Fig. 1: clock nets
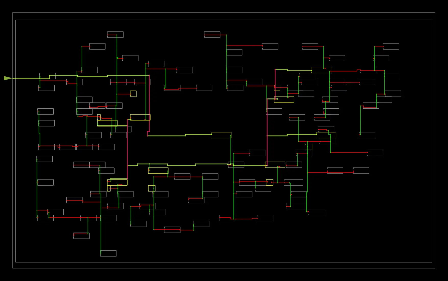
Fig. 2: M4 wires
Bar = 50 um.
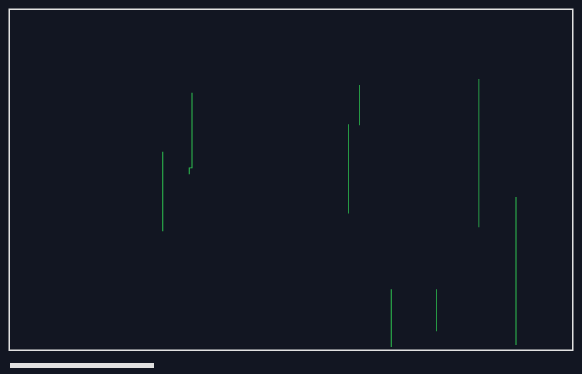
Fig. 3: metal 2
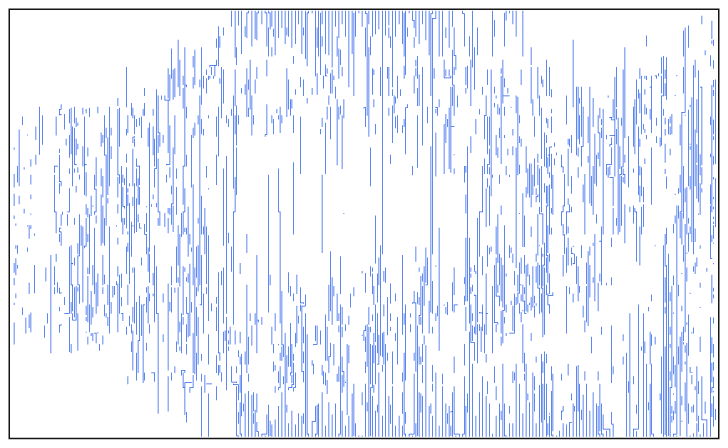
Fig. 4: M1 wires
Bar = 50 um.
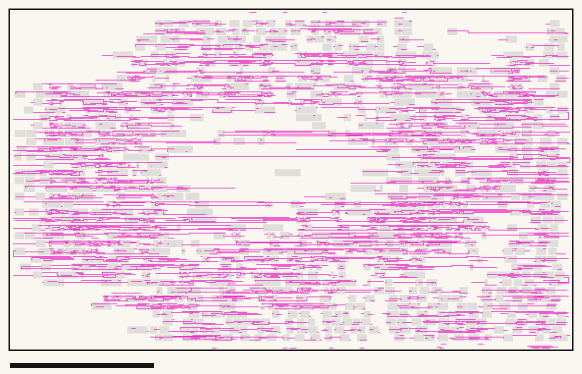
Fig. 5: met3 routing
Bar = 50 um.
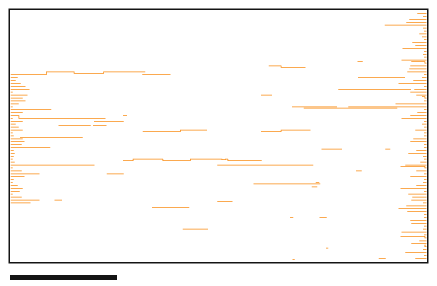
## config.mk

```make
export PLATFORM = sky130hd
export DESIGN_NAME = ahblite_master_arbiter
export DESIGN_NICKNAME = d
export VERILOG_FILES = /design/src/rtl/ahblite_pkg.sv /design/src/rtl/ahblite_arb_hold.sv /design/src/rtl/ahblite_master_arbiter.sv
export SDC_FILE = /design/constraint.sdc
export NUM_CORES = 1
export LEC_CHECK = 0
export CAP_MARGIN = 10
export CELL_PAD_IN_SITES_DETAIL_PLACEMENT = 0
export CELL_PAD_IN_SITES_GLOBAL_PLACEMENT = 1
export CORE_ASPECT_RATIO = 0.6
export CORE_UTILIZATION = 26
export CTS_CLUSTER_SIZE = 24
export DETAILED_ROUTE_END_ITERATION = 10
export GPL_TIMING_DRIVEN = 0
export PLACE_DENSITY = 0.82
export SYNTH_ARGS = -nofsm -noshare
export SYNTH_HDL_FRONTEND = slang
export SYNTH_SLANG_ARGS = --single-unit
```

## constraint.sdc

```tcl
create_clock -name HCLK -period 2.6 [get_ports HCLK]
set_clock_uncertainty 0.1 [all_clocks]
set_input_delay 0.52 -clock HCLK [delete_from_list [all_inputs] [get_ports HCLK]]
set_output_delay 0.52 -clock HCLK [all_outputs]
set_load 0.02 [all_outputs]
```

## src/rtl/ahblite_pkg.sv

```systemverilog
// ahblite_pkg: shared AHB-Lite encodings for the master arbiter slice.
//   HTRANS_* : transfer type codes
//   HRESP_*  : response codes
//   HBURST_SINGLE : single-beat burst code
package ahblite_pkg;

  localparam logic [1:0] HTRANS_IDLE   = 2'b00;
  localparam logic [1:0] HTRANS_BUSY   = 2'b01;
  localparam logic [1:0] HTRANS_NONSEQ = 2'b10;
  localparam logic [1:0] HTRANS_SEQ    = 2'b11;

  localparam logic HRESP_OKAY  = 1'b0;
  localparam logic HRESP_ERROR = 1'b1;

  localparam logic [2:0] HBURST_SINGLE = 3'b000;

  // Address-phase control bits other than HADDR:
  // HTRANS(2) HWRITE(1) HSIZE(3) HBURST(3) HPROT(4) HMASTLOCK(1)
  localparam int unsigned AP_CTRL_W = 14;

  // A SEQ beat that no longer directly follows its predecessor on the bus
  // has to restart the burst as NONSEQ.
  function automatic logic [1:0] seq_fix(input logic [1:0] ht, input logic restart);
    return (restart && ht == HTRANS_SEQ) ? HTRANS_NONSEQ : ht;
  endfunction

endpackage

```

## src/rtl/ahblite_arb_hold.sv

```systemverilog
// ahblite_arb_hold: per-port address-phase holding stage.
// Keeps the address phase of a master that lost arbitration, stalls that
// master while the transfer is parked, and selects hold vs live fields.
// Ports:
//   HCLK, HRESETn : clock, synchronous active-low reset
//   live          : packed live address phase, HTRANS in [1:0]
//   take          : this port granted and M_HREADY high this cycle
//   dp_mine       : this port owns the current data phase
//   m_hready      : muxed slave HREADY
//   pend          : a parked transfer is waiting
//   hready        : HREADY returned to this master
//   req           : this port requests the bus
//   fwd           : address phase offered to the shared bus
module ahblite_arb_hold
  import ahblite_pkg::*;
#(
  parameter int W = 46
) (
  input  logic         HCLK,
  input  logic         HRESETn,
  input  logic [W-1:0] live,
  input  logic         take,
  input  logic         dp_mine,
  input  logic         m_hready,
  output logic         pend,
  output logic         hready,
  output logic         req,
  output logic [W-1:0] fwd
);

  logic [W-1:0] hold;
  logic         live_req;

  // A parked master is stalled; otherwise it sees its own data phase only.
  assign hready   = pend ? 1'b0 : (dp_mine ? m_hready : 1'b1);
  assign live_req = hready && (live[1:0] != HTRANS_IDLE) && (live[1:0] != HTRANS_BUSY);
  assign req      = pend | live_req;
  assign fwd      = pend ? hold : live;

  // The master believes its address phase completed when hready was high,
  // so a transfer that is not taken by the bus that cycle must be parked.
  always_ff @(posedge HCLK) begin
    if (!HRESETn) begin
      pend <= 1'b0;
      hold <= '0;
    end else if (take) begin
      pend <= 1'b0;
    end else if (live_req) begin
      pend <= 1'b1;
      hold <= live;
    end
  end

endmodule

```

## src/rtl/ahblite_master_arbiter.sv

```systemverilog
// ahblite_master_arbiter: two-master AHB-Lite arbiter in front of the slave
// decoder/mux. Port 0 = Cortex-M0, port 1 = DMA/debug master.
// Per-transfer arbitration, address-phase holding for the losing master,
// SEQ->NONSEQ restart on interrupted bursts, HMASTLOCK honoured, and
// HREADY/HRESP routed to the data-phase owner.
// Build option: AHBLITE_ARB_RR_EN selects round-robin on contention;
// when undefined, port 0 has fixed priority.
// Ports:
//   HCLK, HRESETn        : clock, synchronous active-low reset
//   P0_*/P1_*            : master-side AHB-Lite ports
//   M_*                  : shared bus towards decoder/slave mux
//   M_HMASTER            : current address-phase owner
module ahblite_master_arbiter
  import ahblite_pkg::*;
#(
  parameter int ADDR_W = 32,
  parameter int DATA_W = 32
) (
  input  logic              HCLK,
  input  logic              HRESETn,
  input  logic [1:0]        P0_HTRANS,
  input  logic [ADDR_W-1:0] P0_HADDR,
  input  logic              P0_HWRITE,
  input  logic [2:0]        P0_HSIZE,
  input  logic [2:0]        P0_HBURST,
  input  logic [3:0]        P0_HPROT,
  input  logic              P0_HMASTLOCK,
  input  logic [DATA_W-1:0] P0_HWDATA,
  output logic              P0_HREADY,
  output logic              P0_HRESP,
  output logic [DATA_W-1:0] P0_HRDATA,
  input  logic [1:0]        P1_HTRANS,
  input  logic [ADDR_W-1:0] P1_HADDR,
  input  logic              P1_HWRITE,
  input  logic [2:0]        P1_HSIZE,
  input  logic [2:0]        P1_HBURST,
  input  logic [3:0]        P1_HPROT,
  input  logic              P1_HMASTLOCK,
  input  logic [DATA_W-1:0] P1_HWDATA,
  output logic              P1_HREADY,
  output logic              P1_HRESP,
  output logic [DATA_W-1:0] P1_HRDATA,
  output logic [1:0]        M_HTRANS,
  output logic [ADDR_W-1:0] M_HADDR,
  output logic              M_HWRITE,
  output logic [2:0]        M_HSIZE,
  output logic [2:0]        M_HBURST,
  output logic [3:0]        M_HPROT,
  output logic              M_HMASTLOCK,
  output logic [DATA_W-1:0] M_HWDATA,
  input  logic              M_HREADY,
  input  logic              M_HRESP,
  input  logic [DATA_W-1:0] M_HRDATA,
  output logic              M_HMASTER
);

  localparam int AW = ADDR_W + AP_CTRL_W;

  logic [1:0][AW-1:0] live, fwd;
  logic [1:0]         pend, hready, req, take, dp_mine;
  logic [AW-1:0]      sel;
  logic               grant, grant_q, locked, dp_valid, dp_owner;

  // Packing: {HMASTLOCK, HPROT, HBURST, HSIZE, HWRITE, HADDR, HTRANS}
  assign live[0] = {P0_HMASTLOCK, P0_HPROT, P0_HBURST, P0_HSIZE, P0_HWRITE, P0_HADDR, P0_HTRANS};
  assign live[1] = {P1_HMASTLOCK, P1_HPROT, P1_HBURST, P1_HSIZE, P1_HWRITE, P1_HADDR, P1_HTRANS};

  for (genvar n = 0; n < 2; n++) begin : g_port
    assign dp_mine[n] = dp_valid & (dp_owner == 1'(n));
    assign take[n]    = M_HREADY & (grant == 1'(n));

    ahblite_arb_hold #(.W(AW)) u_hold (
      .HCLK     (HCLK),
      .HRESETn  (HRESETn),
      .live     (live[n]),
      .take     (take[n]),
      .dp_mine  (dp_mine[n]),
      .m_hready (M_HREADY),
      .pend     (pend[n]),
      .hready   (hready[n]),
      .req      (req[n]),
      .fwd      (fwd[n])
    );
  end

  // Locked sequences keep the bus; with no request the grant parks.
  always_comb begin
    grant = grant_q;
    if (!locked) begin
      case (req)
        2'b01:   grant = 1'b0;
        2'b10:   grant = 1'b1;
`ifdef AHBLITE_ARB_RR_EN
        2'b11:   grant = ~grant_q;
`else
        2'b11:   grant = 1'b0;
`endif
        default: grant = grant_q;
      endcase
    end
  end

  assign sel = fwd[grant];

  // Previous bus transfer came from the other port, or this beat was
  // parked: either way the burst no longer continues back-to-back.
  always_comb begin
    M_HTRANS = HTRANS_IDLE;
    if (req[grant])
      M_HTRANS = seq_fix(sel[1:0], pend[grant] | (grant != grant_q));
  end

  assign M_HADDR     = sel[ADDR_W+1:2];
  assign M_HWRITE    = sel[ADDR_W+2];
  assign M_HSIZE     = sel[ADDR_W+5:ADDR_W+3];
  assign M_HBURST    = sel[ADDR_W+8:ADDR_W+6];
  assign M_HPROT     = sel[ADDR_W+12:ADDR_W+9];
  assign M_HMASTLOCK = sel[ADDR_W+13];
  assign M_HMASTER   = grant;
  assign M_HWDATA    = dp_owner ? P1_HWDATA : P0_HWDATA;

  assign P0_HREADY = hready[0];
  assign P1_HREADY = hready[1];
  assign P0_HRESP  = dp_mine[0] ? M_HRESP : HRESP_OKAY;
  assign P1_HRESP  = dp_mine[1] ? M_HRESP : HRESP_OKAY;
  assign P0_HRDATA = M_HRDATA;
  assign P1_HRDATA = M_HRDATA;

  // Everything here advances only when the bus accepts the address phase.
  always_ff @(posedge HCLK) begin
    if (!HRESETn) begin
      grant_q  <= 1'b0;
      locked   <= 1'b0;
      dp_valid <= 1'b0;
      dp_owner <= 1'b0;
    end else if (M_HREADY) begin
      grant_q  <= grant;
      locked   <= M_HMASTLOCK & M_HTRANS[1];
      dp_valid <= M_HTRANS[1];
      dp_owner <= grant;
    end
  end

endmodule

```

==> flow_summary.ini <==
; flow metrics
[status]
run_status = finished with violations
failed_checks = negative setup slack

[synth]
syn_nets = 946
synth_top_cell_by_count = sky130_fd_sc_hd__nand2_1
ys_top_cells_by_area = sky130_fd_sc_hd__dfxtp_1 34%, sky130_fd_sc_hd__a21oi_1 12%, sky130_fd_sc_hd__nand2_1 12%, sky130_fd_sc_hd__buf_4 8.9%, sky130_fd_sc_hd__mux2i_1 8.0%
flop_cell = sky130_fd_sc_hd__dfxtp_1
largest_area_cell = sky130_fd_sc_hd__dfxtp_1
ys_cells = 754
netlist.area_leader.share = 0.335
yosys_warnings = 0
mappedNetlistArea_sq_um = 5790

[pwr]
total_power_consumption_mw = 5.42
power_leakage_nw = 3.99

[detailed_routing]
drc = 0
number_of_search_and_repair_iterations_in_the_first_detailed_routing_pass = 5
drt-wirelength-per-cell_um = 17.6

[sta]
clock.fmax_ghz = 0.378
period_needed_ns = 2.64
layout_setup_ws_ns = -0.0435
final_min_period_over_clock_period = 1.02
finalHoldViolCount = 0
fin_worst_hold_slack_ns = 0.353
grt_setup_unrepaired = true
setup_violations = 16

[clock_tree]
postCtsHoldBufs = 0
cts_root_buffer = sky130_fd_sc_hd__clkbuf_16
cts_tree = built
ctsHtreeMaxLevel = 3
cts_buffers = 9

[cells_and_area]
lay_top_cells = 229 x sky130_fd_sc_hd__clkdlybuf4s50_1, 185 x sky130_fd_sc_hd__nand2_1, 103 x sky130_fd_sc_hd__a21oi_1
comb_area_sq_um = 3800
num_antenna_cells = 0
fin_nets = 1274
area_delta_synth_final_pct = 82.6
layoutNonFillerInstCount = 1366
drive_above_1_share = 0.277

[placement]
dpl.cell_count = 1339
placedInstanceArea_sq_um = 9200
detailed_place_hpwl_um = 18100
number_of_buffer_cells_added_on_primary_ports = 306

[worst_setup_path]
startpoint_type = flop
cp_num_buf_inv = 4
crit_path_max_incr_delay_ns = 0.37
crit_required_ns = 1.98

[floorplanning]
chipArea_sq_um = 22900
rows = 41
fp.dieW_um = 195
floorplanUtilization = 0.271
dieHeight_um = 118

[flow_run]
warning_count = 28
maxCapViolations = 0

[global_routing]
grt_first_pass_wirelength_um = 36600
gr-total-overflow = 0
About Fig. 1:
clock latency at the later pin of the worst-skew pair: 0.35 ns
sink count of the clock tree: 97
reported clock group power: 1.28 mW

About Fig. 2:
The longest straight run is 51.0 um. The layer holds 0.98% of the routed length. The layer carries 236 um of wire.
via total after detailed routing: 6327
Total Routed Length: 24100 um

About Fig. 3:
The wires run mostly vertical. 1060 nets have wire on it. The longest straight run is 66.8 um. The layer carries 10600 um of wire. The layer holds 44% of the routed length.
met2 layer usage reported by global route: 0.320

About Fig. 4:
The longest straight run is 80.0 um. The layer carries 11900 um of wire. The layer holds 49% of the routed length. The wires run mostly horizontal. 1160 nets have wire on it.
grt met1 use: 0.289

About Fig. 5:
150 nets have wire on it. The layer carries 1290 um of wire. The wires run mostly horizontal.
met3 demand-to-capacity share in global routing: 0.0467

## layout make-up
class                   count  share of cell area
flip-flops and latches     97               0.184
well taps                 279              0.0330
clock buffers              11              0.0220
plain buffers             122              0.0930
multi-input cells         529               0.359
clock inverters             5             0.00390
inverters                   4             0.00166
repair buffers            319               0.303
## logic make-up after synthesis
kind of cell,Yosys count,share of synthesized area
buf+inv,128,0.129
mux,78,0.142
simple gates,257,0.197
compound gates,194,0.196
flops,97,0.335
## what timing repair did
action	CTS	global route
pin swaps	36	10
endpoints found under the hold margin	0	0
cloned	5	1
buffers inserted	5	3
resized	463	46
endpoints found under the setup margin	163	55
## layer usage
layer | track usage | wire (um)
met5 | 0 | 0
met3 | 0.0467 | 1290
met2 | 0.320 | 10600
met1 | 0.289 | 11900
met4 | 0.0317 | 236
## report_power, final
| part | leakage [nW] | internal [mW] | switching, mW |
|---|---|---|---|
| clock | 0.126 | 0.658 | 0.623 |
| sequential | 0.795 | 1.58 | 0.0769 |
| combinational | 3.07 | 1.21 | 1.26 |
## path summary, 6_finish.rpt
path / startpoint / to / slack (ns) / cells past startpoint
setup / recovery: dp_owner$_SDFFE_PN0P_ / M_HSIZE[0] / -0.04 / 7
hold / removal: g_port[1].u_hold.hold[45]$_SDFFE_PN0P_ / g_port[1].u_hold.hold[45]$_SDFFE_PN0P_ / 0.35 / 2
setup reg to reg: locked$_SDFFE_PN0P_ / g_port[1].u_hold.hold[25]$_SDFFE_PN0P_ / 0.42 / 8
hold reg to reg: g_port[1].u_hold.hold[45]$_SDFFE_PN0P_ / g_port[1].u_hold.hold[45]$_SDFFE_PN0P_ / 0.35 / 2
## sequential cells by signal, summed over array words and instances (netlist names)
register / cells
g_port.u_hold.hold: 92
g_port.u_hold.pend: 2
dp_owner: 1
dp_valid: 1
locked: 1
Power and IR drop assume default switching activity.
